[src/rtl/pipe_hazard_ctrl_pkg.sv]
// Shared types and constants for the pipeline hazard/forwarding controller.
// Holds the destination-tag layout, the forward-select encodings and the tag-hit rule.
package pipe_hazard_ctrl_pkg;

  // Tag register fields are sized for the widest supported register address.
  localparam int unsigned TAG_AW  = 8;
  localparam int unsigned BUSY_CW = 4;

  localparam logic [1:0] FWD_REG = 2'b00;
  localparam logic [1:0] FWD_WB  = 2'b01;
  localparam logic [1:0] FWD_MEM = 2'b10;

  localparam logic [TAG_AW-1:0] REG_ZERO = '0;

  typedef struct packed {
    logic              valid;
    logic [TAG_AW-1:0] rs;
    logic [TAG_AW-1:0] rt;
    logic [TAG_AW-1:0] dst;
    logic              reg_write;
    logic              mem_read;
    logic              multi;
    logic              use_rs;
    logic              use_rt;
  } tag_t;

  // An entry produces register r when it is live, writes, targets r, and r is not r0.
  function automatic logic tag_hit(input tag_t t, input logic [TAG_AW-1:0] r);
    return t.valid && t.reg_write && (t.dst == r) && (r != REG_ZERO);
  endfunction

endpackage

[src/rtl/pipe_fwd_mux.sv]
// EX operand select: register file value, WB result or MEM result.
module pipe_fwd_mux
  import pipe_hazard_ctrl_pkg::*;
#(
  parameter int unsigned DATA_W = 32
) (
  input  logic [1:0]        sel,
  input  logic [DATA_W-1:0] reg_data,
  input  logic [DATA_W-1:0] wb_data,
  input  logic [DATA_W-1:0] mem_data,
  output logic [DATA_W-1:0] op_c
);

  always_comb begin
    op_c = reg_data;
    case (sel)
      FWD_WB:  op_c = wb_data;
      FWD_MEM: op_c = mem_data;
      default: op_c = reg_data;
    endcase
  end

endmodule

[src/rtl/pipe_hazard_ctrl.sv]
// Hazard and forwarding controller for the 5-stage pipeline: EX/MEM/WB tag pipeline,
// load-use stall, branch flush, multi-cycle EX occupancy and EX operand forwarding.
module pipe_hazard_ctrl
  import pipe_hazard_ctrl_pkg::*;
#(
  parameter int unsigned DATA_W    = 32,
  parameter int unsigned REG_AW    = 5,
  parameter int unsigned MULTI_LAT = 4
) (
  input  logic              clk,
  input  logic              rst_n,
  input  logic [REG_AW-1:0] id_rs,
  input  logic [REG_AW-1:0] id_rt,
  input  logic              id_use_rs,
  input  logic              id_use_rt,
  input  logic [REG_AW-1:0] id_dst,
  input  logic              id_reg_write,
  input  logic              id_mem_read,
  input  logic              id_multi,
  input  logic              ex_branch_taken,
  input  logic [DATA_W-1:0] ex_rs_data,
  input  logic [DATA_W-1:0] ex_rt_data,
  input  logic [DATA_W-1:0] mem_alu_result,
  input  logic [DATA_W-1:0] wb_write_data,
  output logic              pc_write,
  output logic              if_id_write,
  output logic              if_id_flush,
  output logic              id_ex_bubble,
  output logic [1:0]        fwd_a,
  output logic [1:0]        fwd_b,
  output logic [DATA_W-1:0] ex_op_a,
  output logic [DATA_W-1:0] ex_op_b,
  output logic              ex_busy
);

  tag_t               id_tag;
  tag_t               ex_tag;
  tag_t               mem_tag;
  tag_t               wb_tag;
  logic [BUSY_CW-1:0] busy_cnt;
  logic               load_use;
  logic               flush;

  always_comb begin
    id_tag           = '0;
    id_tag.valid     = 1'b1;
    id_tag.rs        = TAG_AW'(id_rs);
    id_tag.rt        = TAG_AW'(id_rt);
    id_tag.dst       = TAG_AW'(id_dst);
    id_tag.reg_write = id_reg_write;
    id_tag.mem_read  = id_mem_read;
    id_tag.multi     = id_multi;
    id_tag.use_rs    = id_use_rs;
    id_tag.use_rt    = id_use_rt;
  end

  // Stall/flush decisions; an occupied EX masks both load-use and branch flush.
  always_comb begin
    ex_busy  = (busy_cnt != '0);
    load_use = !ex_busy && ex_tag.mem_read &&
               ((id_use_rs && tag_hit(ex_tag, id_tag.rs)) ||
                (id_use_rt && tag_hit(ex_tag, id_tag.rt)));
    flush        = !ex_busy && ex_branch_taken;
    pc_write     = !ex_busy && (flush || !load_use);
    if_id_write  = !ex_busy && (flush || !load_use);
    if_id_flush  = flush;
    id_ex_bubble = flush || load_use;
  end

  // MEM result is newer than WB, so it wins when both produce the operand.
  always_comb begin
    fwd_a = FWD_REG;
    fwd_b = FWD_REG;
    if (ex_tag.use_rs && tag_hit(mem_tag, ex_tag.rs))     fwd_a = FWD_MEM;
    else if (ex_tag.use_rs && tag_hit(wb_tag, ex_tag.rs)) fwd_a = FWD_WB;
    if (ex_tag.use_rt && tag_hit(mem_tag, ex_tag.rt))     fwd_b = FWD_MEM;
    else if (ex_tag.use_rt && tag_hit(wb_tag, ex_tag.rt)) fwd_b = FWD_WB;
  end

  // While busy, EX holds its op, MEM takes bubbles and the counter runs down.
  always_ff @(posedge clk) begin
    if (!rst_n) begin
      ex_tag   <= '0;
      mem_tag  <= '0;
      wb_tag   <= '0;
      busy_cnt <= '0;
    end else begin
      wb_tag <= mem_tag;
      if (ex_busy) begin
        mem_tag  <= '0;
        busy_cnt <= busy_cnt - BUSY_CW'(1);
      end else begin
        mem_tag  <= ex_tag;
        ex_tag   <= id_ex_bubble ? '0 : id_tag;
        busy_cnt <= (!id_ex_bubble && id_multi) ? BUSY_CW'(MULTI_LAT - 1) : '0;
      end
    end
  end

  // Empty slots are always all-zero, so stale fields can never alias a real tag.
  always_ff @(posedge clk) begin
    if (rst_n) begin
      assert ((ex_tag.valid  || (ex_tag  == '0)) &&
              (mem_tag.valid || (mem_tag == '0)) &&
              (wb_tag.valid  || (wb_tag  == '0)));
    end
  end

  pipe_fwd_mux #(.DATA_W(DATA_W)) u_fwd_a (
    .sel      (fwd_a),
    .reg_data (ex_rs_data),
    .wb_data  (wb_write_data),
    .mem_data (mem_alu_result),
    .op_c     (ex_op_a)
  );

  pipe_fwd_mux #(.DATA_W(DATA_W)) u_fwd_b (
    .sel      (fwd_b),
    .reg_data (ex_rt_data),
    .wb_data  (wb_write_data),
    .mem_data (mem_alu_result),
    .op_c     (ex_op_b)
  );

endmodule

[config.mk]
export PLATFORM = sky130hd
export DESIGN_NAME = pipe_hazard_ctrl
export DESIGN_NICKNAME = d
export VERILOG_FILES = /design/src/rtl/pipe_hazard_ctrl_pkg.sv /design/src/rtl/pipe_fwd_mux.sv /design/src/rtl/pipe_hazard_ctrl.sv
export SDC_FILE = /design/constraint.sdc
export NUM_CORES = 1
export LEC_CHECK = 0
export CORE_UTILIZATION = 32
export CTS_CLUSTER_DIAMETER = 30
export DETAILED_ROUTE_END_ITERATION = 12
export GPL_TIMING_DRIVEN = 0
export PLACE_DENSITY = 0.76
export SLEW_MARGIN = 20
export SYNTH_ARGS = -nofsm -noshare
export SYNTH_HDL_FRONTEND = slang
export SYNTH_SLANG_ARGS = --single-unit
[constraint.sdc]
create_clock -name clk -period 2.6 [get_ports clk]
set_input_delay 0.65 -clock clk [delete_from_list [all_inputs] [get_ports clk]]
set_output_delay 0.65 -clock clk [all_outputs]
set_load 0.005 [all_outputs]
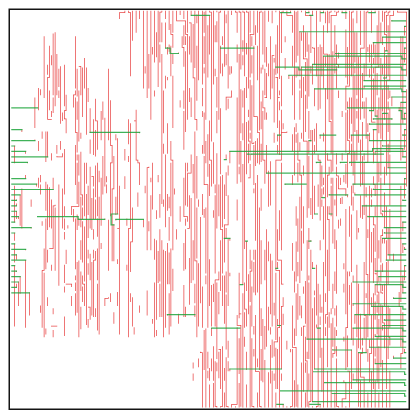
**Above:** signal wires by layer.
(4 px per um) Two of the layers only.
| layer | color | wire length |
|---|---|---|
| M3 | green | 1030 um |
| M2 | red | 7700 um |

==> results_slide.txt <==
Implementation Results

Status
  • Status: finished with violations
  • Violated checks: negative setup slack

Yosys
  • Most common library cells after synthesis: nor2_1, a21oi_1, mux2i_1
  • Synth Instances: between 300 and 400
  • Dominant comb cell: multiplexers
  • Flip-flops with a built-in enable: 0
  • Post-synthesis cell area: approximately 0.0030 mm2
  • Chip area in the Yosys report: just over 0.003 mm2
  • Post-synth area hogs: dfxtp_1, mux2i_1, a21oi_1, nor2_1, xnor2_1
  • Yosys cell types: 34
  • Seq cells post-synth: 38
  • Simple-Gate Area Share: 0.2011
  • Max-area cell share: 0.2495
  • Seq share, synth: 0.2495
  • Adder-cell area share of the yosys netlist: 0.008207
  • AO/OA Area Share: 0.1801
  • Ys cells: 374
  • Synth area leader: dfxtp_1
  • Syn_area_per_cell: slightly above 8 um2
  • MUX share of area: 0.2101
  • Most frequent cell after synthesis: nor2_1
  • XOR Share, Synth: 0.08617

Critical path
  • Crit path to: ex_op_a[19]
  • CP arrival: approximately 2.2 ns
  • Stages on worst setup path: 9
  • Setup crit start: ex_tag[22]$_SDFFE_PN0N_
  • Worst setup SP type: flop
  • Reg2reg end: ex_tag[4]$_SDFFE_PN0N_
  • Reg-to-reg critical path startpoint: busy_cnt[0]$_SDFF_PN0_
  • Cell Chain, Critical Path: or4_4, o21ai_4, or4_4, buf_8, buf_8, buf_12, nor2_4, a21oi_2, buf_2
  • Buf/Inv on CP: 4
  • Delay-heaviest family, CP: simple AND/OR/NAND/NOR gates
  • Max incr delay on CP: roughly 0.54 ns
  • Crit path capture type: primary output
  • Worst R2R Path Depth: 10
  • Max Fanout on Critical Path: 6
  • WS Path Type: flop to primary output
  • Crit-path slowest cell: or4_4

Floorplanning
  • # rows: 35
  • Die Ht: between 90 and 100 um
  • FP Util: 0.3300
  • Tapcells: ~130
  • CORE AREA: 0.009240 mm2
  • Ports: roughly 220
  • Chip area: between 0.009 and 0.01 mm2

Route
  • Wire length on met2: ~7700 um
  • Detailed-route wire length: 14510 um
  • DRT antenna net count: 0
  • First DRT Iteration DRCs: between 90 and 100
  • First-pass iteration count of the detailed router: 6
  • DRT met1 WL: a little over 5000 um
  • Drt drc: 0
  • Met3 wire len: a little over 1000 um
  • Uppermost layer routed: met4

Clock tree
  • Hold buffers post-CTS: 0
  • Post-CTS sizing: between 400 and 500
  • CTS max path bufs: 2
  • Num CTS Buffers: 5
  • Clock H-tree levels: 2
  • Reg clk slew, reported paths: around 0.070 ns
  • CTS tree: yes
  • Sink Count: 38
  • Setup bufs post-CTS: 36
  • Worst-Skew Late Latency: ~0.29 ns

Timing
  • Tmin final: 2.884 ns
  • Fin. Hold Viols: 0
  • Worst clock skew: approximately 0.0083 ns
  • PnR worst setup slack: -0.2837 ns
  • Max_slew headroom: 0.7288
  • Fin crit share: 1.109
  • Max Slew Vio Count: 0
  • RSZ-0062 raised after global routing: true
  • Worst hold slack: ~0.45 ns
  • Worst Max-Slew Pin Slew: between 0.4 and 0.5 ns
  • Final setup vio count: roughly 71
  • Fmax: around 350 MHz
  • Fin Setup TNS: -14.75 ns

Final layout
  • Clock buf/inv share: 0.01729
  • Comb/total area: 0.3807
  • Area-dominant class: non-clock buffers
  • Layout Nets: approximately 810
  • Top cell excl fill/tap: clkdlybuf4s50_1
  • Fillers: approximately 740
  • Area share of buffers outside the clock network: 0.4459
  • Final Non-Filler Cells: slightly below 800
  • Clock buffer count: 5
  • Flops: 38
  • Antenna cell count: 0
  • Final core occ: 0.6815
  • Register area: 799.5 um2
  • Invs w/o clock: 6
  • Max reg flops: 20
  • Fraction of area in registers: 0.1270
  • Final instance area: 0.006297 mm2
  • Largest regs: ex_tag (20), mem_tag (7), wb_tag (7)
  • Most numerous logic cells after layout: clkdlybuf4s50_1, buf_2, mux2i_1

Power and ir drop
  • Seq group: about 0.83 mW
  • Top pwr grp: combinational cells
  • Pint: approximately 1.7 mW
  • Tot Pwr: between 2 and 3 mW
  • Worst vdd ir: 0.5749 mV
  • Clk pwr share: 0.186
  • Net Switching: roughly 0.86 mW

Worst hold path
  • WHS Path Cells: 1
  • Hold wc startpoint: mem_tag[29]$_SDFF_PP0_
  • Hold WC Path Type: flop to flop

Global route
  • Number of global-route vias before repair: approximately 4000
  • Met2 usage in global routing: 0.5294
  • GRT met1 Usage: 0.2776
  • Global routing usage on met3: 0.06535
  • Pin count of the biggest net entering global routing: 13
  • Initial antenna violation count: 0
  • Overflow after GRT: 0

Run
  • Total of max-cap violations: 0

Placement
  • Placed cell area: 0.005443 mm2
  • Buffers added on ports: 223
  • DP Worst Slack: -0.9543 ns
  • Cells after DPL: 726
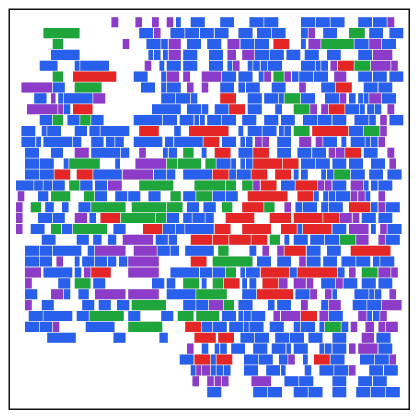
**Above:** cells by drive strength.
(4 px per um)
| size | color | cells | share | most used |
|---|---|---|---|---|
| x1 and smaller | blue | 411 | 63% | clkdlybuf4s50_1 |
| x2 | purple | 130 | 20% | buf_2 |
| x3 and x4 | green | 56 | 8.5% | buf_4 |
| x6 and larger | red | 58 | 8.9% | buf_6 |
PnR worst setup slack: -0.2837 ns
Signal buffers: 300
Layout Area Growth over Synthesis: 106.5%

Power and IR drop assume default switching activity.
